Design display_source_scheduler, sky130hd; sources not shown.
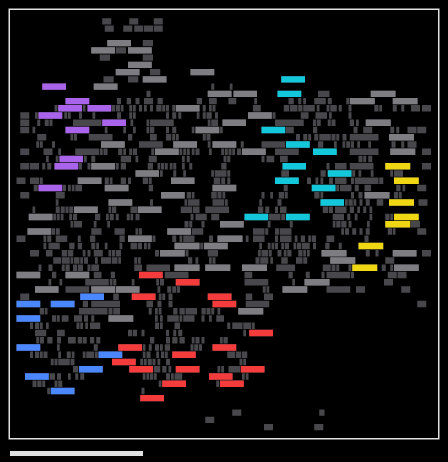
Figure 1: run 1, sequential cells grouped by signal name.
Bar = 50 um. Other sequential cells in the stronger gray, the rest of the logic in the fainter gray.
color	signal	flops
blue	blink_cnt	9
yellow	centenas7	7
cyan	bcd_q	12
red	tick_cnt	17
purple	setp_q	10
not colored	61
flip-flop and latch area: 2937 um2
power drawn by the sequential cells: 1.35 mW

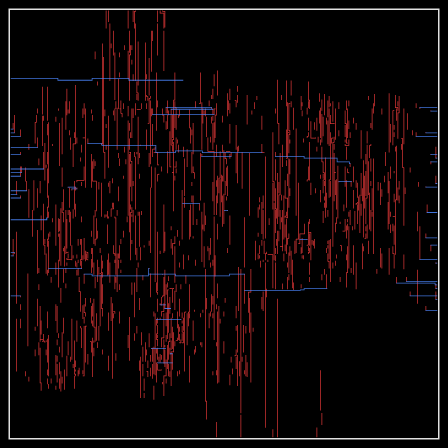
Figure 2: run 1, routed metal, one color a layer.
Two of the layers only.
color	layer	wire length
blue	metal 3	546 um
red	metal 2	6470 um
count of vias placed by the detailed router: 4897
final wirelength: 14290 um

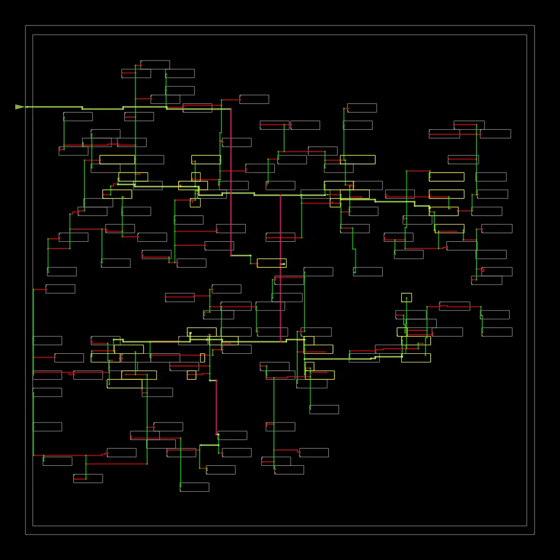
Figure 3: run 1, clock routing.
clock buffer count: 17
Skew-Pair Late Insertion Delay: 0.41 ns
clk sink count: 116
power of the clock network: 1.96 mW
final clock skew: 0.008263 ns

==> reports/summary.txt, run 1 <==
Path type of the worst min-delay path: input port to asynchronous set/reset pin
Data required, critical path: 3.92 ns
Final critical delay including setup and external delays: 2.392 ns
Setup slack of the most critical reg-to-reg path: 1.21 ns
Mean number of vias per cell: 4.345
Cell type group with the largest total delay on the critical path: adder cells
Endpoints failing hold: 0
Leading cell type in the layout, fill and taps excluded: nand2_1
Cell area power density: 450.3 nW/um2
Placed standard-cell area: 6988 um2
Slew Limit Headroom: 0.5283
Dominant cell type by area after synthesis: dfrtp_1
Layout net count: 841
Die extent in y: 160.7 um
Port bufs: 48
Wire length per cell: 12.68 um
Overflow left after global routing: 0
Maximum fanout along the worst path: 22
Total tool warning count: 41
Portion of total power attributed to the clock network: 0.567
Io pins: 49
Critical path, cell by cell: inv_1 > ha_1 > inv_1 > nor2_1 > nand2_1 > o221ai_1
Critical Setup Path Class: register to register
Post-route design area: 7664 um2
Antenna-violating nets left: 0
Number of cells on the worst reg-to-reg path: 6
Yosys Instances: 735
Synthesized net count: 786
Met1 routing resource usage after global routing: 0.1618
Max-Cap Viols: 0
Width of the die: 160.7 um
Synthesized instance count: 735
Result of the run: finished clean
Number of cells upsized or downsized after cts: 0
Final Slew Violations: 0
Cell repeated most along the worst path: inv_1
Global Route Usage Sum: 0.1174
RSZ-0062 raised after global routing: no
Cell area after technology mapping: 6137 um2
Share of post-route cells with drive strength above 1: 0.1308
Met2 track demand over resource: 0.1834
Max frequency: 0.4181 GHz
Library cell used as clock root buffer: clkbuf_16
Post-CTS Setup Bufs: 0
Internal Dissipation: 2.695 mW
Largest stage delay on the critical path: 0.75 ns
Top cells by area in the synthesized netlist: dfrtp_1 36%, dfstp_2 12%, nand2_1 8.7%
Largest type area fraction: 0.3629
Share of the cycle needed by the critical path after routing: 0.6645
Startpoint class of the critical path: register
[run 1: power groups by stage]
stage	logic (mW)	clock network, mW	registers (mW)
after global routing	0.166	2.06	1.35
after floorplan	0.0902	0	1.37
after global placement	0.148	0	1.37
final	0.144	1.96	1.35
after detailed placement	0.149	0	1.37
after CTS	0.149	2.00	1.35
[run 1: synthesized netlist by cell type (4+ instances only)]
cell and count:
dfrtp_1 89, xor2_1 11, nor3_1 13, dfstp_2 27
nand4_1 6, o22ai_1 14, inv_2 7, xnor2_1 4
o211ai_1 4, nor2_1 79, a21oi_1 43, nand2_1 143
o21ai_0 50, nor4_1 7, clkbuf_1 12, nand3_1 38
mux2_2 8, nand3b_1 4, ha_1 26, nor2_2 6
inv_1 94, nand2_2 6, o21ai_1 6
[run 1: per-stage QoR]
step / total power, mW / util / cells / setup WS, ns / hold WS [ns]
finish: 3.451 / 0.3170 / 1127 / 1.208 / 0.3499
floorplan: 1.456 / - / 735 / 0.2123 / 0.4185
global placement: 1.519 / 0.2890 / 1095 / 1.224 / 0.4349
detailed placement: 1.520 / 0.2890 / 1095 / 1.174 / 0.4433
CTS: 3.502 / 0.3170 / 1127 / 1.172 / 0.3734
global route: 3.580 / 0.3170 / 1127 / 0.8712 / 0.4190
[run 1: per-layer routing]
metal  up-vias  part of all wire
li1       2518                 -
met1      2293              0.50
met3         9             0.038
met5         -                 0
met4         0            0.0087
met2        77              0.45
[run 1: layout make-up]
class | count | area (um2) | share of cell area
tap | 324 | 405.4 | 0.05290
multi-input combinational | 499 | 2728 | 0.3559
clock buffer | 17 | 425.4 | 0.05551
sequential | 116 | 2937 | 0.3832
timing repair buffer | 52 | 523.0 | 0.06824
inverter | 104 | 395.4 | 0.05159
clock inverter | 15 | 250.2 | 0.03265
[run 1: cells by family after synthesis]
group                    synth area share
flip-flops                         0.4785
adder cells (fa/ha/maj)           0.05301
multiplexers                      0.01468
buffers and inverters             0.07706
AND-OR/OR-AND                      0.1231
AND/OR/NAND/NOR                    0.2322
XOR/XNOR                          0.02141
Figure 4. Signal metal coverage by tile (run 1).
The die is cut into 32 by 32 equal tiles; dark purple is low, yellow is high, scaled to the fullest tile. Values are wire area over tile area, all layers added.
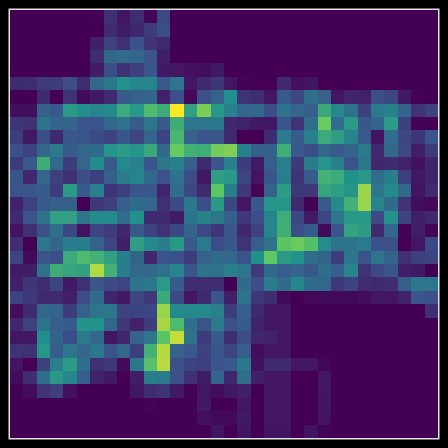

==> run 2: changes to the inputs <==
- ABC_CLOCK_PERIOD_IN_PS: 3600 -> 2300
- clock period: 3.6 -> 2.3 ns (I/O delays scaled with it)
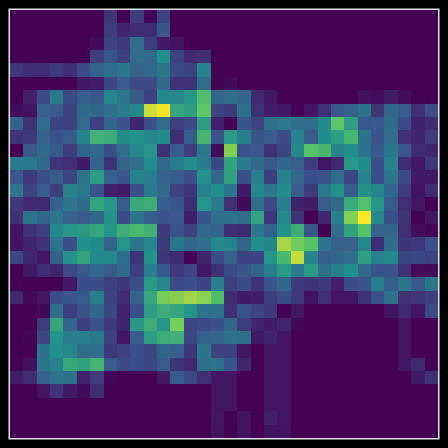
Figure 5: run 2, signal metal coverage by tile.
The die is cut into 32 by 32 equal tiles; dark purple is low, yellow is high, scaled to the fullest tile. Values are wire area over tile area, all layers added.
tiles over half the peak	8.8%
mean over tiles	0.084
nearly empty tiles	34%
Global Route Usage Sum: 0.1159
wire length per cell: 12.45 um
count of vias placed by the detailed router: 4907
final wirelength: 14070 um

==> reports/summary.txt, run 2 <==
Post-CTS Setup Bufs: 0 (unchanged)
Port bufs: 48 (unchanged)
Placed standard-cell area: 7012 um2 (+0.34%)
Number of placed instances, taps included: 1098 (+0.27%)
Endpoints failing hold: 0 (unchanged)
Met2 track demand over resource: 0.1771 (-0.006270)
Number of cells on the worst reg-to-reg path: 15 (+9)
Synthesized instance count: 735 (unchanged)
Max frequency: 0.5129 GHz (+23%)
Startpoint class of the critical path: register
Commonest cells in the synthesized netlist: 143 x nand2_1, 94 x inv_1, 89 x dfrtp_1, 79 x nor2_1, 50 x o21ai_0
Maximum fanout along the worst path: 13 (-41%)
Library cell used as clock root buffer: clkbuf_16
Met1 routing resource usage after global routing: 0.1636 (+0.001709)
Worst setup slack before clock tree synthesis: 0.3426 ns (-0.8311 ns)
Largest type area fraction: 0.3629 (unchanged)
Leading cell type in the layout, fill and taps excluded: nand2_1
Final Total Pwr: 4.926 mW (+43%)
Result of the run: finished clean
Number of cells upsized or downsized after cts: 0 (unchanged)
Skew-Pair Late Insertion Delay: 0.41 ns (about the same)
Dominant cell type by area after synthesis: dfrtp_1
Library cell with the highest instance count after synthesis: nand2_1
Cell area power density: 649.2 nW/um2 (+44%)
Yosys Instances: 735 (unchanged)
Path type of the worst min-delay path: input port to register
Critical Setup Path Class: register to register
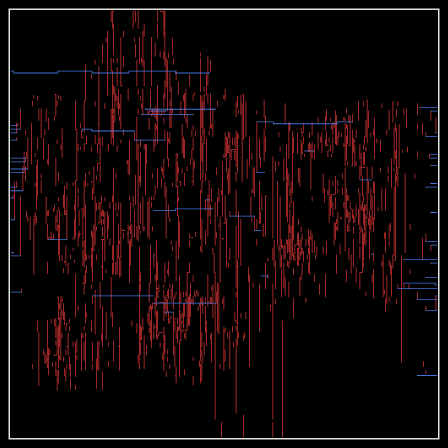
Figure 6: run 2, routed metal, one color a layer.
Two of the layers only.
color	layer	wire length
red	metal 2	6290 um
blue	metal 3	456 um

## run 2: routing by layer
layer  vias up  part of all wire
li1       2537                 -
met3        11             0.032
met4         0             0.012
met2        69              0.45
met5         -                 0
met1      2290              0.51
## run 2: layout make-up
type	instances	area [um2]
multi-input combinational	499	2728
tap	324	405.4
fill	2523	16590
inverter	104	396.6
sequential	116	2937
timing repair buffer	55	545.5
clock buffer	17	425.4
clock inverter	15	151.4
## run 2: power breakdown
| part | switching [mW] | internal, mW | total (mW) |
|---|---|---|---|
| registers | 0.0234 | 2.09 | 2.11 |
| clock network | 0.922 | 1.67 | 2.59 |
| logic | 0.132 | 0.0911 | 0.223 |
## run 2: kinds of logic (layout without fill, tap and decap cells)
| group | Yosys count | count (layout) | share of synthesized area |
|---|---|---|---|
| fa+ha+maj | 26 | 26 | 0.05301 |
| buf+inv | 120 | 191 | 0.07706 |
| compound gates | 134 | 134 | 0.1231 |
| flops | 116 | 116 | 0.4785 |
| xor+xnor | 15 | 15 | 0.02141 |
| mux | 8 | 8 | 0.01468 |
| simple gates | 316 | 316 | 0.2322 |
## run 2: critical path, cell delays in order, from the launching register on
cell and delay, ns:
dfrtp_1 0.37, inv_1 0.14, ha_1 0.19, nand2_1 0.09
nor2_4 0.13, nand2_4 0.08, nand2_4 0.14, inv_1 0.11
nand2_1 0.08, nand2_1 0.07, nor2_1 0.09, nor2_1 0.06
nand2_2 0.11, nand2_1 0.07, nand2_1 0.06, nand2_1 0.05
No activity file was given, so power comes from the tool's default toggle rates.
